==> config.mk <==
export PLATFORM = sky130hd
export DESIGN_NAME = higher_order_diff_ec
export DESIGN_NICKNAME = d
export VERILOG_FILES = /design/src/rtl/higher_order_diff_ec.sv
export SDC_FILE = /design/constraint.sdc
export NUM_CORES = 1
export LEC_CHECK = 0
export CAP_MARGIN = 10
export CORE_UTILIZATION = 60
export CTS_BUF_LIST = sky130_fd_sc_hd__clkbuf_8 sky130_fd_sc_hd__clkbuf_16
export CTS_CLUSTER_DIAMETER = 30
export DETAILED_ROUTE_END_ITERATION = 8
export DONT_BUFFER_PORTS = 1
export PLACE_DENSITY = 0.76
export SLEW_MARGIN = 40
export SYNTH_ARGS = -nofsm -noshare
export SYNTH_HDL_FRONTEND = slang
export SYNTH_SLANG_ARGS = --single-unit
export TNS_END_PERCENT = 20
==> constraint.sdc <==
create_clock -name clk -period 9.7 [get_ports clk]
set_clock_uncertainty 0.05 [all_clocks]
set_input_delay 0.97 -clock clk [delete_from_list [all_inputs] [get_ports clk]]
set_output_delay 0.97 -clock clk [all_outputs]
set_load 0.1 [all_outputs]
Figure 1. Clock wires, drivers and flops.
Scale: 4 px per µm.
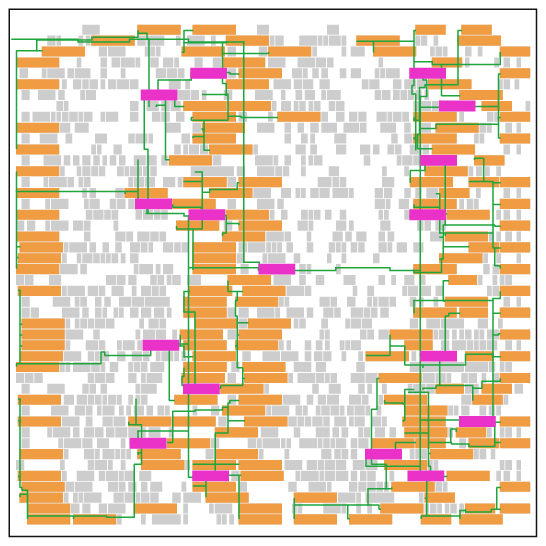
clock wires -> green  # length 1910 µm
flip-flops -> orange  # count 167
cells driving clock nets -> magenta  # count 17
routed clock nets = 18
Latency at later pin: 0.43 ns
clock network fraction of design power: 36.8%
Clk. pwr: 660 µW

Figure 2. Sequential cells grouped by signal name.
Scale: 4 px per µm. Other sequential cells in the stronger grey, the rest of the logic in the fainter grey.
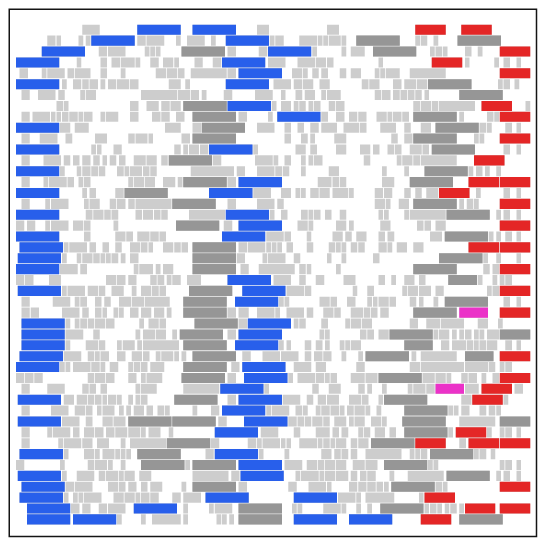
qual_p -> magenta  # placed flops 2
diff_out -> red  # placed flops 32, where a column on the right
hist_p -> blue  # placed flops 64
fraction of area in registers: 43.20%
Storage cell area: 0.004667 mm²
post-layout utilization of the core: 67.04%
power of the sequential group: 817 µW

Figure 3. Congestion heat map.
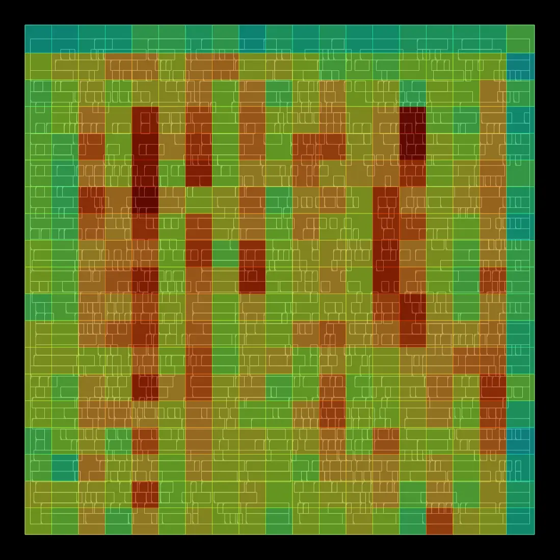
global-route usage over all layers: 23.83%
met1 global-route usage: 32.59%
routed length per placed instance: 15.19 µm
Most Used Layer, Global Route: met2

Figure 4. Cells coloured by class.
Scale: 4 px per µm. Fill, decap, tap and diode cells in grey.
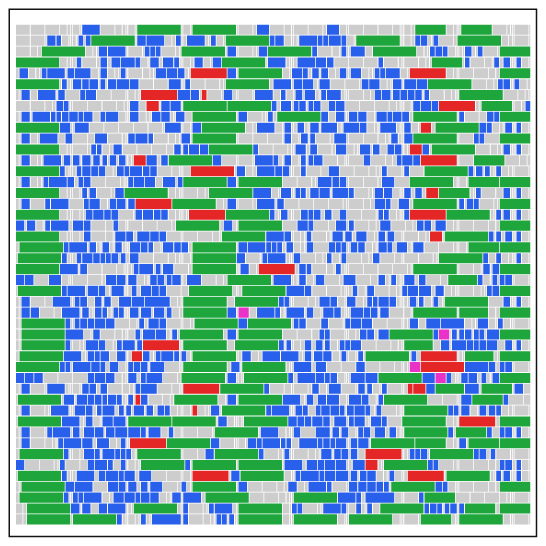
all other logic -> blue  # cells 877, share of their area 50%
flip-flops -> green  # cells 167, share of their area 44%
other buffers and delay cells -> magenta  # cells 4, share of their area 0.29%
clock drivers and dummy loads -> red  # cells 32, share of their area 5.5%
number of rows created at floorplan: 46
placeable core region: 0.01612 mm²
post-route cell area: 0.01080 mm²

Figure 5. Power grid.
Scale: 3 px per µm. Pins as bars on the die edge.
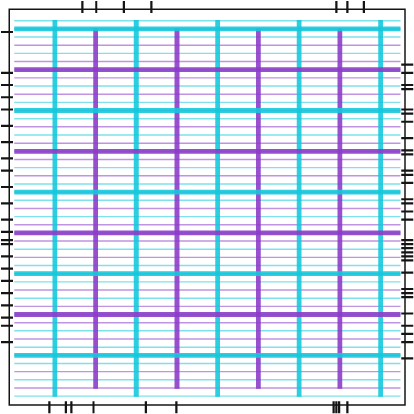
VDD -> purple
VSS -> cyan
signal pins = 72
met5 straps = 9
Die Width: 131.4 µm
worst voltage drop across the vdd grid: 126.6 µV
Vert. Die Dim: 131.4 µm

==> results.txt <==
The run has ended; figures from its reports follow.

The flow ran to the end, and the final reports show no timing, DRC or antenna violations. The sequential-to-total area share from yosys stat came out at 46.01%. Traced cell by cell, the critical path runs through inv_1 -> ha_1 -> fa_1 -> nand2b_1 -> a21o_1 -> a2111o_1 -> a31o_4 -> and4_4 -> or3_1.

The total nets after synthesis came out at 1195. The number of hold buffers added after CTS was 0. Looking at the setup timing report, the critical path kind is in -> reg. The chip footprint came out at 0.01727 mm². The area of the mapped netlist came out at 0.01005 mm². The synthesis report lists the most area-consuming cells as edfxtp_1 38%, dfxtp_1 7.8%, ha_1 7.7%, a21oi_1 5.8%, nand2_1 5.3%. The endpoint arrival time on the critical path came out at 3.24 ns. In the post-route report, total wirelength is listed as 19690 µm. Summed over all layers, the global routing overflow is 0.

The first global-routing pass estimated 33130 µm of wire. The top fanout value on the critical path is 5. At the floorplan stage, the core utilization is reported as 62.37%.

The number of H-tree levels came out at 4. The mean instance size in the synthesized netlist came out at 9.187 µm². The number of warnings in the stage logs is 26.

The fill cell instance count of the final layout is 1328. Of the available clock period, the critical path in the final layout requires 32.08%. The final worst slack came out at 6.588 ns. For this run, the leading register cell type out of synthesis is edfxtp_1.

TritonCTS built the clock tree. After routing, the total negative slack on setup checks comes to 0 ns. The post-detailed-route count of antenna-violating nets came out at 0. The routed layout has 7483 vias. The worst setup path is captured at a flip-flop. The slack of the worst reg-to-reg path came out at 6.79 ns. The number of nets in the final layout came out at 1168. The cell with the biggest individual delay on the critical path is a2111o_1. The layout summary lists the proportion of cells stronger than drive strength 1 as 7.685%. The number of placed cells counting well taps came out at 1264. The class of the most critical hold timing path is reg -> reg. The depth of the worst register-to-register path came out at 8. The area recorded from the Yosys report for this design is 0.01005 mm².

The DRC violations left came out at 0. The largest net degree at the start of global routing came out at 81. The number of antenna violations at the first check in global routing came out at 0. In this run the power density over the cells is 166.0 mW/mm². The count of clock tree sinks came out at 167. The count of mapped cells out of synthesis is 1094. The half-perimeter wire length after placement is 14210 µm. The share of Yosys cell area claimed by the top area cell type is 38.24%. The number of cells reported by Yosys stat comes to 1094.

The total iterations of the first detailed-routing run is 4. The number of DRC markers after the initial detailed-route iteration is 440. The number of buffers inserted to repair setup after CTS is 0. The report counts max-capacitance violations totalling 0. The final max-slew violation count recorded for this run is 0.

The biggest area contributor in the post-synthesis netlist is edfxtp_1. Setup violations remaining at the end of the flow were counted as 0. Setup repair after global routing left no endpoint under its margin.

The count of boundary I/O pins is 72. The proportion of synthesized flip-flops having asynchronous set or reset came out at 0%. Yosys reports that the most numerous cell types are 141 x nand2_1, 128 x edfxtp_1, 116 x a21oi_1. The number of library cell types mapped by synthesis came out at 63. The number of buffers added on ports is 0.
worst max-delay path: cells and delay by family:
kind                     cells  cell delay, ns
AND-OR/OR-AND                3            0.93
buffers and inverters        1            0.03
adder cells (fa/ha/maj)      2            0.61
AND/OR/NAND/NOR              3            0.69
cells in the final DEF (no fill, tap or decap), drive strengths merged, types with 3 or more instances in the layout:
master,count
o221ai,3
edfxtp,128
a221oi,3
buf,4
mux2i,8
a31oi,9
a211o,7
dfxtp,39
a211oi,9
ha,62
inv,87
nor4,4
nor3,46
nand4,22
or2,3
a21oi,116
or3,8
a2111oi,4
o21bai,3
o21ai,44
a2111o,3
o211ai,10
nor2b,6
nor2,66
xor2,10
nor3b,9
clkbuf,17
and2,66
a21o,24
nand2,141
nand3,17
and3,7
nand2b,13
clkinv,6
o21a,25
a21boi,6
xnor2,14
report_power, final:
| part | internal (µW) | switching (µW) | leakage [µW] |
|---|---|---|---|
| logic | 118 | 198 | 0.00221 |
| registers | 805 | 12.3 | 0.00167 |
| clock network | 379 | 281 | 0.000279 |
| total | 1300 | 492 | 0.00416 |
area by class of cell:
cell class | instances | area (µm²) | area share (%)
Sequential cell | 167 | 4667 | 43.20
Tap cell | 216 | 270.3 | 2.501
Clock buffer | 17 | 425.4 | 3.937
Inverter | 82 | 307.8 | 2.849
Timing Repair Buffer | 4 | 30.03 | 0.2779
Multi-Input combinational cell | 795 | 4952 | 45.84
Clock inverter | 15 | 151.4 | 1.401
cells by family (layout without fill, tap and decap cells):
kind of cell,Yosys count,in the layout,share of synthesized area [%]
and+or+nand+nor,414,414,20.07
AOI/OAI and AO/OA,283,283,17.75
DFF,167,167,46.01
buffers and inverters,132,118,5.017
adders and majority gates,64,64,8.116
xor gates and xnor gates,24,24,2.091
muxes,9,9,0.9088
other,1,1,0.03731
metal layers:
layer  track usage [%]  part of all wire [%]  routed length (µm)
met1             32.59                    47                9328
met2             38.24                    46                9090
met3             4.244                   4.8                 943
met5                 0                     0                   0
met4             8.010                   1.7                 325
metrics by stage:
step / power [µW] / util [%] / hold WS [ns]
floorplan: 1084 / - / 0.3954
finish: 1794 / 67.04 / 0.4420
CTS: 1804 / 67.04 / 0.4465
detailed placement: 1145 / 63.46 / 0.4038
global placement: 1142 / 63.18 / 0.4011
global route: 1874 / 67.04 / 0.4653
Power is estimated from default activity; no workload was simulated.
